## src/rtl/uart_tx.sv

```systemverilog
// rtl/uart_tx.sv - UART transmitter: start, 8 data bits LSB first, optional parity, stop.
// Build option: define UART_TX_TWO_STOP_EN for two stop bits.
module uart_tx (
  input  logic        i_clk,
  input  logic        i_reset_n,
  input  logic [1:0]  i_parity,
  input  logic [15:0] i_div,
  input  logic [7:0]  i_tx_data,
  input  logic        i_tx_start,
  output logic        o_tx_busy,
  output logic        o_tx_int,
  input  logic        i_tx_ack,
  output logic        o_uart_txd
);

  typedef enum logic [2:0] {
    S_IDLE,
    S_START,
    S_DATA,
    S_PARITY,
    S_STOP
  } state_t;

  state_t      r_state;
  state_t      w_state_next;
  logic [15:0] r_cnt;
  logic [15:0] w_cnt_next;
  logic [15:0] r_div;
  logic [2:0]  r_idx;
  logic [2:0]  w_idx_next;
  logic [7:0]  r_data;
  logic [1:0]  r_parity;
  logic        r_txd;
  logic        r_busy;
  logic        r_int;
  logic        w_txd_next;
  logic        w_accept;
  logic        w_bit_end;
  logic        w_done;
`ifdef UART_TX_TWO_STOP_EN
  logic        r_stop2;
  logic        w_stop2_next;
`endif

  assign w_accept  = (r_state == S_IDLE) && i_tx_start;
  assign w_bit_end = (r_cnt == r_div);

  always_comb begin
    w_state_next = r_state;
    w_cnt_next   = r_cnt;
    w_idx_next   = r_idx;
    w_done       = 1'b0;
`ifdef UART_TX_TWO_STOP_EN
    w_stop2_next = r_stop2;
`endif
    if (r_state == S_IDLE) begin
      if (i_tx_start) begin
        w_state_next = S_START;
        w_cnt_next   = 16'd0;
        w_idx_next   = 3'd0;
`ifdef UART_TX_TWO_STOP_EN
        w_stop2_next = 1'b0;
`endif
      end
    end else if (!w_bit_end) begin
      w_cnt_next = r_cnt + 16'd1;
    end else begin
      w_cnt_next = 16'd0;
      case (r_state)
        S_START: begin
          w_state_next = S_DATA;
          w_idx_next   = 3'd0;
        end
        S_DATA: begin
          if (r_idx == 3'd7) begin
            w_state_next = r_parity[1] ? S_PARITY : S_STOP;
          end else begin
            w_idx_next = r_idx + 3'd1;
          end
        end
        S_PARITY: w_state_next = S_STOP;
        S_STOP: begin
`ifdef UART_TX_TWO_STOP_EN
          if (!r_stop2) begin
            w_stop2_next = 1'b1;
          end else begin
            w_state_next = S_IDLE;
            w_done       = 1'b1;
          end
`else
          w_state_next = S_IDLE;
          w_done       = 1'b1;
`endif
        end
        default: w_state_next = S_IDLE;
      endcase
    end
  end

  // Line level is registered from the next state so txd changes on the same edge as the state.
  always_comb begin
    w_txd_next = 1'b1;
    case (w_state_next)
      S_START:  w_txd_next = 1'b0;
      S_DATA:   w_txd_next = r_data[w_idx_next];
      S_PARITY: w_txd_next = (^r_data) ^ r_parity[0];
      default:  w_txd_next = 1'b1;
    endcase
  end

  always_ff @(posedge i_clk) begin
    if (!i_reset_n) begin
      r_state  <= S_IDLE;
      r_cnt    <= 16'd0;
      r_idx    <= 3'd0;
      r_div    <= 16'd0;
      r_data   <= 8'd0;
      r_parity <= 2'd0;
      r_txd    <= 1'b1;
      r_busy   <= 1'b0;
      r_int    <= 1'b0;
`ifdef UART_TX_TWO_STOP_EN
      r_stop2  <= 1'b0;
`endif
    end else begin
      r_state <= w_state_next;
      r_cnt   <= w_cnt_next;
      r_idx   <= w_idx_next;
      r_txd   <= w_txd_next;
      r_busy  <= (w_state_next != S_IDLE);
      r_int   <= w_done ? 1'b1 : (i_tx_ack ? 1'b0 : r_int);
`ifdef UART_TX_TWO_STOP_EN
      r_stop2 <= w_stop2_next;
`endif
      if (w_accept) begin
        r_data   <= i_tx_data;
        r_div    <= i_div;
        r_parity <= i_parity;
      end
    end
  end

  assign o_uart_txd = r_txd;
  assign o_tx_busy  = r_busy;
  assign o_tx_int   = r_int;

endmodule
```

## config.mk

```make
export PLATFORM = sky130hd
export DESIGN_NAME = uart_tx
export DESIGN_NICKNAME = d
export VERILOG_FILES = /design/src/rtl/uart_tx.sv
export SDC_FILE = /design/constraint.sdc
export NUM_CORES = 1
export LEC_CHECK = 0
export ABC_AREA = 1
export CORE_ASPECT_RATIO = 0.5
export CORE_MARGIN = 1.5
export CORE_UTILIZATION = 25
export CTS_BUF_LIST = sky130_fd_sc_hd__clkbuf_16
export DETAILED_ROUTE_END_ITERATION = 10
export GPL_TIMING_DRIVEN = 1
export PLACE_DENSITY = 0.4
export SLEW_MARGIN = 20
export SYNTH_ARGS = -nofsm -noshare
export SYNTH_HDL_FRONTEND = slang
export SYNTH_SLANG_ARGS = --single-unit
```

## constraint.sdc

```tcl
create_clock -name i_clk -period 2.5 [get_ports i_clk]
set_input_delay 0.5 -clock i_clk [delete_from_list [all_inputs] [get_ports i_clk]]
set_output_delay 0.5 -clock i_clk [all_outputs]
set_load 0.02 [all_outputs]
```

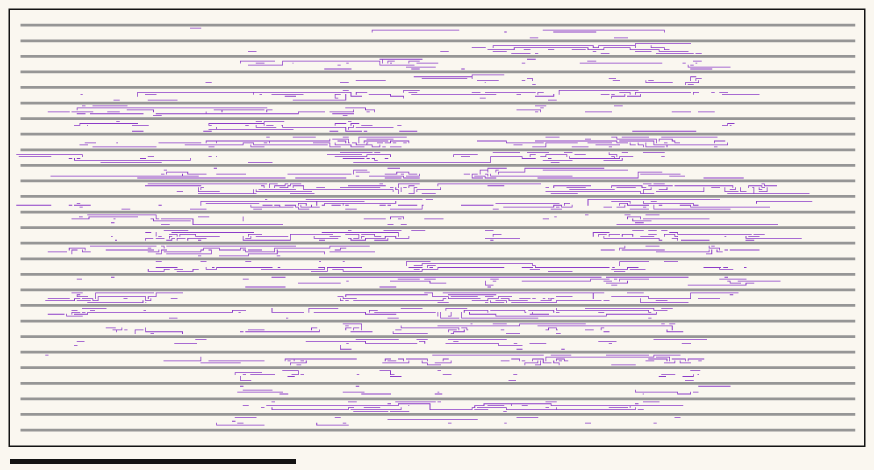
*M1 wires*
Bar = 50 um. Supply wires on this layer in gray.
The wires run mostly horizontal. The layer holds 56% of the routed length. The layer carries 3770 um of wire. The longest straight run is 49.2 um. 440 nets have wire on it.
total detailed-routing wirelength: 6.74 mm
met1 usage: 18.5%
vias: 2548

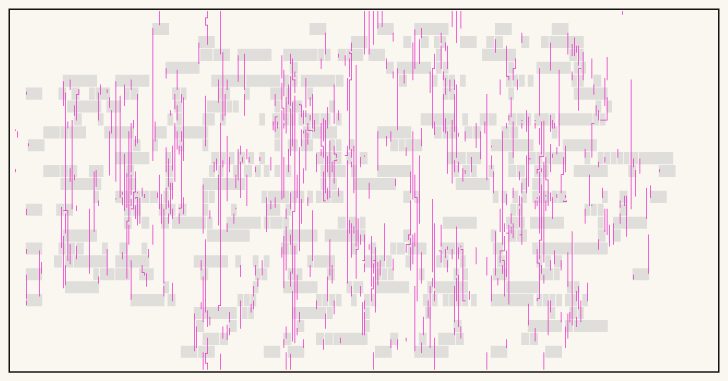
*Signal wires on met2*
Cells faint in the background.
The wires run mostly vertical. The layer carries 2640 um of wire. The longest straight run is 38.4 um. The layer holds 39% of the routed length.

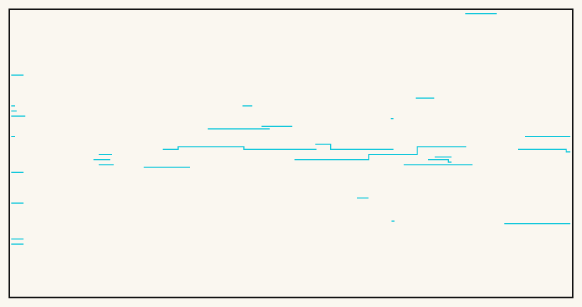
*Met3 routing*
The wires run mostly horizontal. The layer holds 4.0% of the routed length. 26 nets have wire on it. The layer carries 270 um of wire. The longest straight run is 19.6 um.
met3 demand-to-capacity share in global routing: 3.23%

==> flow_summary.html <==
<!-- implementation run metrics -->
<table>
<tr><th>Metric</th><th>Value</th></tr>
<tr><th colspan="2">Status</th></tr>
<tr><td>Run status</td><td>completed</td></tr>
<tr><th colspan="2">Synthesis</th></tr>
<tr><td>Biggest combinational cell group after synthesis</td><td>simple AND/OR/NAND/NOR gates</td></tr>
<tr><td>Part of the Yosys area used for sequential elements</td><td>a little under two fifths</td></tr>
<tr><td>Synth Cell Area</td><td>around 2700 um^2</td></tr>
<tr><td>Post-synth area from yosys stat</td><td>between 2000 and 3000 um^2</td></tr>
<tr><td>Area fraction in mux cells</td><td>0%</td></tr>
<tr><td>Cell Type Count</td><td>28</td></tr>
<tr><td>Cell type with the largest total area</td><td>sky130_fd_sc_hd__dfxtp_1</td></tr>
<tr><td>Share of synthesized cell area in full adder, half adder and majority cells</td><td>0.937%</td></tr>
<tr><td>Synth Flop Type</td><td>sky130_fd_sc_hd__dfxtp_1</td></tr>
<tr><td>Area share of the leading cell type in the synthesized netlist</td><td>between 30% and 40%</td></tr>
<tr><td>Aoi/oai-family share of the synthesized area</td><td>about 18%</td></tr>
<tr><th colspan="2">Worst setup path</th></tr>
<tr><td>Crit path capture</td><td>o_uart_txd$_SDFF_PN1_</td></tr>
<tr><td>R2R setup slack</td><td>about 0.44 ns</td></tr>
<tr><td>Crit Reg-Reg Startpoint</td><td>r_cnt[7]$_SDFFE_PN0P_</td></tr>
<tr><td>Signal arrival time at the worst endpoint</td><td>2.25 ns</td></tr>
<tr><td>Number of cell instances on the worst register-to-register path</td><td>13</td></tr>
<tr><td>Critical path class</td><td>flip-flop to flip-flop</td></tr>
<tr><td>Worst Path Max Fanout</td><td>11</td></tr>
<tr><th colspan="2">Clocking</th></tr>
<tr><td>Cts-stage hold buffer count</td><td>0</td></tr>
<tr><td>Gates resized, CTS repair</td><td>0</td></tr>
<tr><td>Count of H-tree levels built during CTS</td><td>2</td></tr>
<tr><td>Setup Buffers After CTS</td><td>0</td></tr>
<tr><th colspan="2">Detailed routing</th></tr>
<tr><td>Drc violations</td><td>0</td></tr>
<tr><td>Top routing layer used</td><td>met4</td></tr>
<tr><td>Metal-1 WL</td><td>~3.8 mm</td></tr>
<tr><td>Routed via count divided by cell count</td><td>4.38</td></tr>
<tr><td>Final ANT Viol Nets</td><td>0</td></tr>
<tr><td>Number of violations reported at the end of detailed-routing iteration 0</td><td>107</td></tr>
<tr><th colspan="2">GRT</th></tr>
<tr><td>Via count of the first global-routing pass</td><td>2302</td></tr>
<tr><td>Met2 Track Usage GR</td><td>18.1%</td></tr>
<tr><td>First-pass GRT wire length</td><td>11.3 mm</td></tr>
<tr><td>Global-route congestion overflow total</td><td>0</td></tr>
<tr><td>Most Used Layer, Global Route</td><td>met1</td></tr>
<tr><th colspan="2">Power</th></tr>
<tr><td>Power density over the cells</td><td>around 600 nW/um^2</td></tr>
<tr><td>Part of the power in the clock network</td><td>between 30% and 40%</td></tr>
<tr><td>Reported clock group power</td><td>660 uW</td></tr>
<tr><td>Maximum resistive drop on vdd</td><td>0.242 mV</td></tr>
<tr><td>Combinational power</td><td>about 420 uW</td></tr>
<tr><td>Leakage power figure</td><td>0.00131 uW</td></tr>
<tr><td>Switching share of power</td><td>between 20% and 30%</td></tr>
<tr><th colspan="2">Die</th></tr>
<tr><td>Width of the die</td><td>roughly 150 um</td></tr>
<tr><td>Top-level port count</td><td>33</td></tr>
<tr><td>Die outline area</td><td>11400 um^2</td></tr>
<tr><td>Pre-placement core utilization</td><td>between 20% and 30%</td></tr>
<tr><td>Chip height</td><td>between 70 and 80 um</td></tr>
<tr><td>Tap Count</td><td>140</td></tr>
<tr><th colspan="2">Place</th></tr>
<tr><td>Post-Place Setup Slack</td><td>~0.43 ns</td></tr>
<tr><td>I/O Buffers</td><td>32</td></tr>
<tr><th colspan="2">Final layout</th></tr>
<tr><td>Buffers, non-clock</td><td>38</td></tr>
<tr><td>Top cell category</td><td>logic gates</td></tr>
<tr><td>Register fraction of the total cell area</td><td>between 30% and 40%</td></tr>
<tr><td>Total of clock buffers placed in the layout</td><td>5</td></tr>
<tr><td>Most common logic cell in the routed design</td><td>sky130_fd_sc_hd__nand2_1</td></tr>
<tr><td>Layout clock area frac</td><td>just over 4%</td></tr>
<tr><td>Sequential Area</td><td>approximately 1000 um^2</td></tr>
<tr><td>Non-filler instance count after layout</td><td>approximately 580</td></tr>
<tr><td>Logic area</td><td>1370 um^2</td></tr>
<tr><td>Regs by FF count</td><td>r_cnt: 16 flops, r_div: 16 flops, r_data: 8 flops</td></tr>
<tr><th colspan="2">STA</th></tr>
<tr><td>Setup repair after global routing missed its margin</td><td>no</td></tr>
<tr><td>Final-layout worst hold slack</td><td>approximately 0.47 ns</td></tr>
<tr><td>Number of pins with negative max-slew slack in the final report</td><td>0</td></tr>
<tr><td>Worst setup margin</td><td>about 0.44 ns</td></tr>
<tr><td>Final Cycle Share</td><td>between 80% and 90%</td></tr>
<tr><td>Sum of negative setup slack</td><td>0 ns</td></tr>
<tr><td>Final Hold Violation Tally</td><td>0</td></tr>
<tr><th colspan="2">Run</th></tr>
<tr><td>Number of warnings the tools reported</td><td>26</td></tr>
<tr><th colspan="2">Min path</th></tr>
<tr><td>Kind of path behind the tightest hold check</td><td>flip-flop to flip-flop</td></tr>
<tr><td>Endpoint of the worst hold path</td><td>r_div[15]$_SDFFE_PN0P_</td></tr>
<tr><td>Beginning of the worst hold path</td><td>r_div[15]$_SDFFE_PN0P_</td></tr>
</table>
Power figures rest on the tool's default switching activity, not on a simulated workload.
